[src/rtl/kgp_risc_pkg.sv]
`default_nettype none
// ============================================================================
// Module   : kgp_risc_pkg
// Purpose  : Shared definitions for the KGP-RISC register-file write side:
//            register geometry, the writeback request record and the one-hot
//            address decoder used to build the per-register busy mask.
// Contents : REG_ADDR_W, REG_DATA_W, NUM_REGS, wb_req_t, addr_onehot()
// Revision : 1.0 - initial release
// ============================================================================
package kgp_risc_pkg;

  localparam int REG_ADDR_W = 5;
  localparam int REG_DATA_W = 32;
  localparam int NUM_REGS   = 2 ** REG_ADDR_W;

  // One pending register-file write.
  typedef struct packed {
    logic [REG_ADDR_W-1:0] addr;
    logic [REG_DATA_W-1:0] data;
  } wb_req_t;

  // Decode a register address into a one-hot register vector.
  function automatic logic [NUM_REGS-1:0] addr_onehot(input logic [REG_ADDR_W-1:0] addr);
    logic [NUM_REGS-1:0] oh;
    oh       = '0;
    oh[addr] = 1'b1;
    return oh;
  endfunction

endpackage : kgp_risc_pkg
`default_nettype wire

[src/rtl/wb_fifo.sv]
`default_nettype none
// ============================================================================
// Module   : wb_fifo
// Purpose  : Synchronous FIFO for load returns. Besides the usual push/pop
//            and full/empty/count it exposes, per storage slot, a valid bit
//            and the top TAG_W bits of the stored word so the parent can see
//            every queued destination register at once.
// Ports    : clk, rst        - clock, async active-high reset
//            push_i, pop_i   - enqueue / dequeue requests (ignored when
//                              full / empty respectively)
//            wdata_i         - word to enqueue
//            rdata_o         - word at the head
//            full_o, empty_o - occupancy flags
//            count_o         - number of occupied slots
//            tags_o          - flattened TAG_W-bit tag of every slot
//            valid_o         - slot i holds a queued entry
// Revision : 1.0 - initial release
// ============================================================================
module wb_fifo #(
  parameter int WIDTH = 37,
  parameter int TAG_W = 5,
  parameter int DEPTH = 4,
  localparam int PTR_W = $clog2(DEPTH),
  localparam int CNT_W = $clog2(DEPTH + 1)
) (
  input  logic                   clk,
  input  logic                   rst,
  input  logic                   push_i,
  input  logic                   pop_i,
  input  logic [WIDTH-1:0]       wdata_i,
  output logic [WIDTH-1:0]       rdata_o,
  output logic                   full_o,
  output logic                   empty_o,
  output logic [CNT_W-1:0]       count_o,
  output logic [DEPTH*TAG_W-1:0] tags_o,
  output logic [DEPTH-1:0]       valid_o
);

  logic [WIDTH-1:0] mem_q [DEPTH];
  logic [PTR_W-1:0] wr_ptr_q;
  logic [PTR_W-1:0] rd_ptr_q;
  logic [CNT_W-1:0] count_q;

  logic push_ok;
  logic pop_ok;

  assign full_o  = (count_q == CNT_W'(DEPTH));
  assign empty_o = (count_q == '0);
  assign count_o = count_q;
  assign rdata_o = mem_q[rd_ptr_q];

  // Push is gated by full alone: a same-cycle pop never frees room early.
  assign push_ok = push_i && !full_o;
  assign pop_ok  = pop_i && !empty_o;

  always_ff @(posedge clk or posedge rst) begin
    if (rst) begin
      wr_ptr_q <= '0;
      rd_ptr_q <= '0;
      count_q  <= '0;
    end else begin
      if (push_ok) wr_ptr_q <= wr_ptr_q + PTR_W'(1);
      if (pop_ok)  rd_ptr_q <= rd_ptr_q + PTR_W'(1);
      case ({push_ok, pop_ok})
        2'b10:   count_q <= count_q + CNT_W'(1);
        2'b01:   count_q <= count_q - CNT_W'(1);
        default: count_q <= count_q;
      endcase
    end
  end

  // Storage needs no reset; the valid vector masks stale slots.
  always_ff @(posedge clk) begin
    if (push_ok) mem_q[wr_ptr_q] <= wdata_i;
  end

  // Slot i is occupied when its distance from the read pointer (modulo
  // DEPTH, which is a power of two) is below the occupancy count.
  generate
    for (genvar gi = 0; gi < DEPTH; gi++) begin : g_slot
      logic [PTR_W-1:0] offset;
      assign offset                     = PTR_W'(gi) - rd_ptr_q;
      assign valid_o[gi]                = (CNT_W'(offset) < count_q);
      assign tags_o[gi*TAG_W +: TAG_W]  = mem_q[gi][WIDTH-1 -: TAG_W];
    end
  endgenerate

endmodule : wb_fifo
`default_nettype wire

[src/rtl/rf_writeback_ctrl.sv]
`default_nettype none
// ============================================================================
// Module   : rf_writeback_ctrl
// Purpose  : Write-side controller for the KGP-RISC register file. Merges
//            single-cycle ALU results and buffered load returns into the one
//            register-file write port, tracks pending writes per register and
//            throttles the ALU when load returns starve.
// Ports    : clk, rst                     - clock, async active-high reset
//            alu_valid/alu_addr/alu_data  - ALU result (no backpressure)
//            ld_valid/ld_ready            - load-return handshake
//            ld_addr/ld_data              - load-return payload
//            regWrite/writeAddr/writeData - registered register-file write
//            busy_mask                    - registers with a pending write
//            alu_stall                    - ask upstream to skip ALU next cycle
//            fifo_count                   - queued load returns
//            wb_hazard                    - sticky ordering-violation flag
// Revision : 1.0 - initial release
// ============================================================================
module rf_writeback_ctrl
  import kgp_risc_pkg::*;
#(
  parameter int DATA_W       = REG_DATA_W,
  parameter int ADDR_W       = REG_ADDR_W,
  parameter int DEPTH        = 4,
  parameter int STARVE_LIMIT = 3
) (
  input  logic                       clk,
  input  logic                       rst,
  input  logic                       alu_valid,
  input  logic [ADDR_W-1:0]          alu_addr,
  input  logic [DATA_W-1:0]          alu_data,
  input  logic                       ld_valid,
  output logic                       ld_ready,
  input  logic [ADDR_W-1:0]          ld_addr,
  input  logic [DATA_W-1:0]          ld_data,
  output logic                       regWrite,
  output logic [ADDR_W-1:0]          writeAddr,
  output logic [DATA_W-1:0]          writeData,
  output logic [2**ADDR_W-1:0]       busy_mask,
  output logic                       alu_stall,
  output logic [$clog2(DEPTH+1)-1:0] fifo_count,
  output logic                       wb_hazard
);

  localparam int NREG  = 2 ** ADDR_W;
  localparam int ENT_W = ADDR_W + DATA_W;
  localparam int CNT_W = $clog2(DEPTH + 1);
  localparam int STV_W = $clog2(STARVE_LIMIT + 1);

  // --------------------------------------------------------------------------
  // Load-return FIFO; entries are {addr, data} with the address on top.
  // --------------------------------------------------------------------------
  logic                    fifo_push;
  logic                    fifo_pop;
  logic                    fifo_full;
  logic                    fifo_empty;
  logic [ENT_W-1:0]        fifo_head;
  logic [CNT_W-1:0]        fifo_cnt;
  logic [DEPTH*ADDR_W-1:0] fifo_tags;
  logic [DEPTH-1:0]        fifo_valid;

  assign ld_ready   = !fifo_full;
  assign fifo_push  = ld_valid && !fifo_full;
  // The ALU always owns the write port when it has a result.
  assign fifo_pop   = !alu_valid && !fifo_empty;
  assign fifo_count = fifo_cnt;

  wb_fifo #(
    .WIDTH (ENT_W),
    .TAG_W (ADDR_W),
    .DEPTH (DEPTH)
  ) u_wb_fifo (
    .clk     (clk),
    .rst     (rst),
    .push_i  (fifo_push),
    .pop_i   (fifo_pop),
    .wdata_i ({ld_addr, ld_data}),
    .rdata_o (fifo_head),
    .full_o  (fifo_full),
    .empty_o (fifo_empty),
    .count_o (fifo_cnt),
    .tags_o  (fifo_tags),
    .valid_o (fifo_valid)
  );

  // --------------------------------------------------------------------------
  // Output stage
  // --------------------------------------------------------------------------
  logic              wr_en_q,   wr_en_d;
  logic [ADDR_W-1:0] wr_addr_q, wr_addr_d;
  logic [DATA_W-1:0] wr_data_q, wr_data_d;

  always_comb begin
    wr_en_d   = 1'b0;
    wr_addr_d = wr_addr_q;
    wr_data_d = wr_data_q;
    if (alu_valid) begin
      wr_en_d   = 1'b1;
      wr_addr_d = alu_addr;
      wr_data_d = alu_data;
    end else if (!fifo_empty) begin
      wr_en_d   = 1'b1;
      wr_addr_d = fifo_head[ENT_W-1 -: ADDR_W];
      wr_data_d = fifo_head[DATA_W-1:0];
    end
  end

  always_ff @(posedge clk or posedge rst) begin
    if (rst) begin
      wr_en_q   <= 1'b0;
      wr_addr_q <= '0;
      wr_data_q <= '0;
    end else begin
      wr_en_q   <= wr_en_d;
      wr_addr_q <= wr_addr_d;
      wr_data_q <= wr_data_d;
    end
  end

  assign regWrite  = wr_en_q;
  assign writeAddr = wr_addr_q;
  assign writeData = wr_data_q;

  // --------------------------------------------------------------------------
  // Starvation counter and stall request. The stall register tracks the
  // counter's next value, so it rises together with the counter reaching the
  // limit and falls on the same edge that pops the head.
  // --------------------------------------------------------------------------
  logic [STV_W-1:0] starve_q, starve_d;
  logic             stall_q,  stall_d;

  always_comb begin
    starve_d = '0;
    if (!fifo_empty && !fifo_pop) begin
      if (starve_q == STV_W'(STARVE_LIMIT)) starve_d = starve_q;
      else                                  starve_d = starve_q + STV_W'(1);
    end
    stall_d = (starve_d == STV_W'(STARVE_LIMIT));
  end

  always_ff @(posedge clk or posedge rst) begin
    if (rst) begin
      starve_q <= '0;
      stall_q  <= 1'b0;
    end else begin
      starve_q <= starve_d;
      stall_q  <= stall_d;
    end
  end

  assign alu_stall = stall_q;

  // --------------------------------------------------------------------------
  // Busy mask: queued load destinations plus the register on the output stage
  // --------------------------------------------------------------------------
  logic [NREG-1:0] entry_dec [DEPTH];
  logic [NREG-1:0] out_dec;
  logic [NREG-1:0] fifo_busy;

  generate
    if (ADDR_W == REG_ADDR_W) begin : g_pkg_dec
      for (genvar gi = 0; gi < DEPTH; gi++) begin : g_entry
        assign entry_dec[gi] = addr_onehot(fifo_tags[gi*ADDR_W +: ADDR_W]);
      end
      assign out_dec = addr_onehot(wr_addr_q);
    end else begin : g_shift_dec
      for (genvar gi = 0; gi < DEPTH; gi++) begin : g_entry
        assign entry_dec[gi] = NREG'(1) << fifo_tags[gi*ADDR_W +: ADDR_W];
      end
      assign out_dec = NREG'(1) << wr_addr_q;
    end
  endgenerate

  always_comb begin
    fifo_busy = '0;
    for (int i = 0; i < DEPTH; i++) begin
      if (fifo_valid[i]) fifo_busy = fifo_busy | entry_dec[i];
    end
  end

  assign busy_mask = fifo_busy | (wr_en_q ? out_dec : '0);

  // --------------------------------------------------------------------------
  // Hazard flag: an ALU result aimed at a register that still has a queued
  // load overtakes that load. The writes still go out in priority order; the
  // flag only records that the issue stage broke the rule.
  // --------------------------------------------------------------------------
  logic hazard_q, hazard_d;

  assign hazard_d = hazard_q | (alu_valid && fifo_busy[alu_addr]);

  always_ff @(posedge clk or posedge rst) begin
    if (rst) hazard_q <= 1'b0;
    else     hazard_q <= hazard_d;
  end

  assign wb_hazard = hazard_q;

endmodule : rf_writeback_ctrl
`default_nettype wire
[config.mk]
export PLATFORM = sky130hd
export DESIGN_NAME = rf_writeback_ctrl
export DESIGN_NICKNAME = d
export VERILOG_FILES = /design/src/rtl/kgp_risc_pkg.sv /design/src/rtl/wb_fifo.sv /design/src/rtl/rf_writeback_ctrl.sv
export SDC_FILE = /design/constraint.sdc
export NUM_CORES = 1
export LEC_CHECK = 0
export ABC_CLOCK_PERIOD_IN_PS = 10500
export CAP_MARGIN = 30
export CORE_UTILIZATION = 35
export DETAILED_ROUTE_END_ITERATION = 6
export GPL_ROUTABILITY_DRIVEN = 0
export GPL_TIMING_DRIVEN = 1
export PLACE_DENSITY = 0.54
export SLEW_MARGIN = 20
export SYNTH_ARGS = -nofsm -noshare
export SYNTH_HDL_FRONTEND = slang
export SYNTH_SLANG_ARGS = --single-unit
[constraint.sdc]
create_clock -name clk -period 10.5 [get_ports clk]
set_input_delay 3.15 -clock clk [delete_from_list [all_inputs] [get_ports clk]]
set_output_delay 3.15 -clock clk [all_outputs]
set_load 0.02 [all_outputs]
**Run 1: gate families picked out**

Scale: 1.5 px per um.
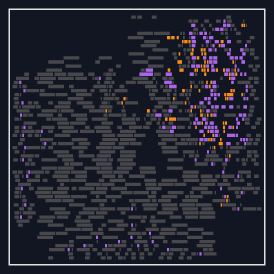
legend:
  nor cells:
    color: orange
    cells: 85
    most_used: nor2_1
  aoi and oai cells:
    color: purple
    cells: 156
    most_used: o21ai_0
    where: all over the die
Finished Layout Cells: 1276
Comb area share: 31.4%
most frequent logic cell in the layout: clkdlybuf4s50_1

**Run 1: the clock network**

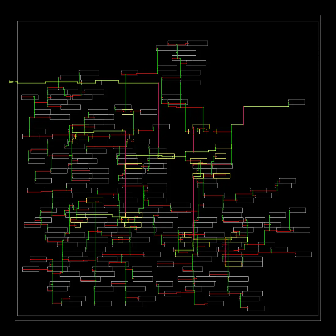
CTS sink count: 197
Num CTS Buffers: 17

**Run 1: signal wires by layer**

Scale: 3 px per um.
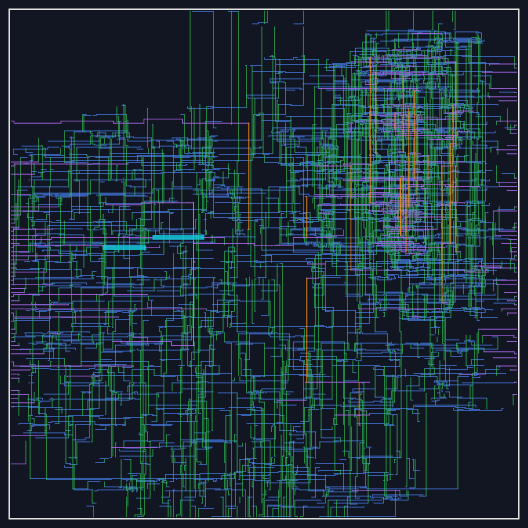
legend:
  M3:
    color: purple
    wire_length: 2070 um
  M1:
    color: blue
    wire_length: 11500 um
  M4:
    color: orange
    wire_length: 637 um
  M5:
    color: cyan
    wire_length: 28.5 um
  M2:
    color: green
    wire_length: 12700 um

**Run 1: floorplan with the power grid**

Scale: 2 px per um. Pins as bars on the die edge.
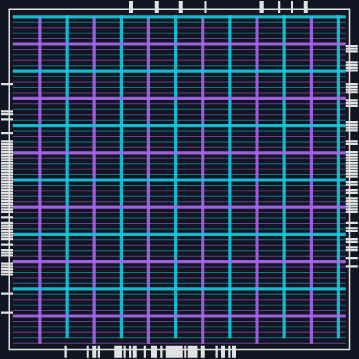
legend:
  VSS:
    color: purple
  VDD:
    color: cyan
rows: 60
signal pins: 154
met1 rails: 61

[run 1: worst paths after layout]
path | startpoint | to | slack (ns) | depth (start not counted)
max in group asynchronous | rst | u_wb_fifo.rd_ptr_q[1]$_DFFE_PP0P_ | 6.75 | 3
worst max-delay path | u_wb_fifo.rd_ptr_q[0]$_DFFE_PP0P_ | busy_mask[21] | 3.58 | 6
worst min register to register | starve_q[0]$_DFF_PP0_ | starve_q[0]$_DFF_PP0_ | 0.45 | 1
worst min-delay path | starve_q[0]$_DFF_PP0_ | starve_q[0]$_DFF_PP0_ | 0.45 | 1
min in group asynchronous | rst | writeData[13]$_DFFE_PP0P_ | 3.22 | 3
worst max register to register | u_wb_fifo.rd_ptr_q[0]$_DFFE_PP0P_ | wb_hazard$_DFF_PP0_ | 7.22 | 8
[run 1: layer usage]
metal,vias up,global-route usage [%]
li1,3230,-
met2,340,31.7
met1,3438,24.7
met4,4,6.31
met5,-,0
met3,60,4.92
[run 1: area by class of cell]
cell class	count	area, um^2	area share [%]
Clock inverter	14	171	1.39
Clock buffer	18	429	3.48
Timing Repair Buffer	163	1670	13.5
Inverter	16	60.1	0.486
Multi-Input combinational cell	495	3880	31.4
Tap cell	372	465	3.77
Antenna cell	1	2.50	0.0203
Sequential cell	197	5670	45.9
[run 1: synth_stat cells, drive strengths merged (4+ instances only)]
library cell and instances:
xor2 4, edfxtp 148, or3 7, nor2 49, mux4 38, or2 8
mux2i 37, a2bb2oi 4, dfrtp 49, o21bai 6, nand4 7, o311ai 5
nand3b 9, o21ai 57, o32ai 10, nand2b 16, nand2 67, buf 14
clkbuf 29, and2 4, inv 16, and3 6, nor2b 9, o22ai 20
o2111ai 8, a2111o 4, a22oi 10, a211oi 9, o211ai 8, and2b 4
nor3 21, nand3 13, ha 9, a2111oi 8
==> results.toml, run 1 <==
# yosys + openroad results
[grt]
grt_start_max_net_pins = 77
antenna_found_initial = 3
grt_overflow_total = 0

[synthesis]
ys_cells = 751
largest_area_cell = "edfxtp_1"
aoi_share_pct = 12.7
synth_cell_type_count = 74
logic_family = "AND-OR/OR-AND gates"
ys.flops = 197
yosys-top-cells-area = "edfxtp_1 (45%), dfrtp_1 (13%), mux4_2 (8.7%)"

[route]
vias = 7072
drt-total-wl_um = 26900
first_pass_iters = 7
dr_wl_met2_um = 12700

[power_and_ir_drop]
comb_power_share_pct = 43.8
cellLeakagePower_uw = 0.00436
power_switching_uw = 1260
powerClk_uw = 663

[final_timing]
slew_viol_final = 0
relSlewSlack_pct = 33.9
grt_setup_unrepaired = "no"
hold_ws_ns = 0.448

[floorplanning]
die_x_um = 169
ios = 154
die_h_um = 169

[cts]
post-cts-setup-buffers = 0
clkLatencyLatePin_ns = 0.44

[place]
port_buffers = 153

[run_status]
status = "finished clean"

[layout]
design_area_um2 = 12300

[worst_hold_path]
hp-class = "register to register"
**Run 1: clock distribution**

Scale: 1.5 px per um.
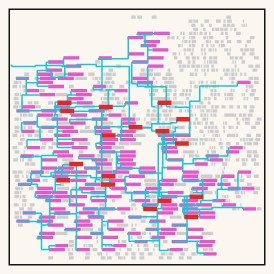

==> run 2, diff against run 1 <==
- ABC_CLOCK_PERIOD_IN_PS: 10500 -> 5790
- PLACE_DENSITY: 0.54 -> 0.56
- clock period: 10.5 -> 5.79 ns (I/O delays scaled with it)
**Run 2: clock distribution**

Scale: 1.5 px per um.
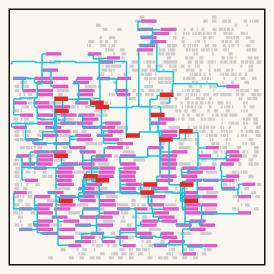
legend:
  clock wires:
    color: cyan
    length: 2360 um
  clock-net drivers:
    color: red
    count: 17
  flip-flops:
    color: magenta
    count: 197
routed clock nets: 18

**Run 2: gate families picked out**

Scale: 1.5 px per um.
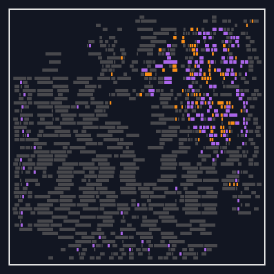
legend:
  aoi and oai cells:
    color: purple
    cells: 156
    most_used: o21ai_0
    where: all over the die
  nor cells:
    color: orange
    cells: 85
    most_used: nor2_1
Comb area share: 31.6%
Finished Layout Cells: 1275

==> run 2 against run 1 <==
Compared with the run above: sequential share of layout area increased by 0.21 points; first-iteration DRC count down 4.0%; utilization fell by 0.21 points; clock-buffer cell count decreased by 1; largest power group unchanged.
==> results.toml, run 2 <==
# yosys + openroad results
[run_status]
status = "finished clean"

[worst_setup_path]
rr_startpoint = "u_wb_fifo.rd_ptr_q[0]$_DFFE_PP0P_"
reg2reg_to = "wb_hazard$_DFF_PP0_"
rr_worst_depth = 10

[synthesis]
yosys-top-cells-area = "edfxtp_1 (45%), dfrtp_1 (13%), mux4_2 (8.7%)"
largest_area_cell = "edfxtp_1"
ys_cells = 751
ys.flops = 197
ys_top_cells_by_count = "edfxtp_1 (148), nand2_1 (67), o21ai_0 (52)"

[grt]
grt_overflow_total = 0
grt_start_max_net_pins = 76
antenna_found_initial = 2

[layout]
n_clock_buffer = 17
buffers = 163
sh_seq_area_pct = 46.1
largest_cell_class = "registers"
bufAreaShareNonClock_pct = 13.0
logic_gate_count = 495
layout.cells.most_common = "clkdlybuf4s50_1"
clk_share_pct = 4.98
n_all_inverters = 16
seq_cells = 197

[final_timing]
hold_ws_ns = 0.456
slew_viol_final = 0
grt_setup_unrepaired = "no"
relSlewSlack_pct = 37.9

[cts]
cts_sinks = 197
cts_made_buffers = 17
post-cts-setup-buffers = 0
clkLatencyLatePin_ns = 0.44

[place]
port_buffers = 153

[power_and_ir_drop]
power_switching_uw = 2240
cellLeakagePower_uw = 0.00435
comb_power_share_pct = 43.3

[floorplanning]
die_h_um = 169
taps = 372

[worst_hold_path]
hp-class = "register to register"

[route]
first_pass_iters = 5
drt-total-wl_um = 26700
[run 2: layer usage]
metal	vias to the layer above	track usage (%)	wire length, um
met5	-	0	13
met4	2	5.64	620
met3	57	4.59	1800
met2	310	31.3	12500
met1	3423	24.9	11800
li1	3238	-	-
[run 2: power groups by stage]
stage / Combinational (uW) / Sequential (uW) / Clock, uW
floorplan: 1580 / 2160 / 0
global placement: 2550 / 2130 / 0
detailed placement: 2540 / 2140 / 0
CTS: 2560 / 2110 / 1240
global route: 2720 / 2150 / 1280
finish: 2530 / 2110 / 1210
[run 2: worst min path at each step]
| stage | to | cells past startpoint | start |
|---|---|---|---|
| floorplan | starve_q[0]$_DFF_PP0_ | 1 | starve_q[0]$_DFF_PP0_ |
| global placement | starve_q[0]$_DFF_PP0_ | 1 | starve_q[0]$_DFF_PP0_ |
| detailed placement | starve_q[0]$_DFF_PP0_ | 1 | starve_q[0]$_DFF_PP0_ |
| CTS | starve_q[0]$_DFF_PP0_ | 1 | starve_q[0]$_DFF_PP0_ |
| global route | starve_q[0]$_DFF_PP0_ | 1 | starve_q[0]$_DFF_PP0_ |
| finish | starve_q[0]$_DFF_PP0_ | 1 | starve_q[0]$_DFF_PP0_ |
[run 2: kinds of logic after synthesis]
kind of cell             Yosys count  synth area share (%)
AND/OR/NAND/NOR                  233                  12.3
XOR/XNOR                           7                 0.626
AND-OR/OR-AND                    170                  12.7
multiplexers                      75                  12.5
buffers and inverters             59                  2.58
adder cells (fa/ha/maj)           10                  1.35
flip-flops                       197                  57.9
[run 2: worst max-delay path, stage by stage (launching register included)]
cell and delay [ns]:
dfrtp_1 0.40, inv_1 0.22, ha_1 0.36, and2b_1 0.25
a2111oi_2 0.88, a221o_1 0.32, o21bai_1 0.11, clkdlybuf4s50_1 0.62
Power and IR drop assume default switching activity.
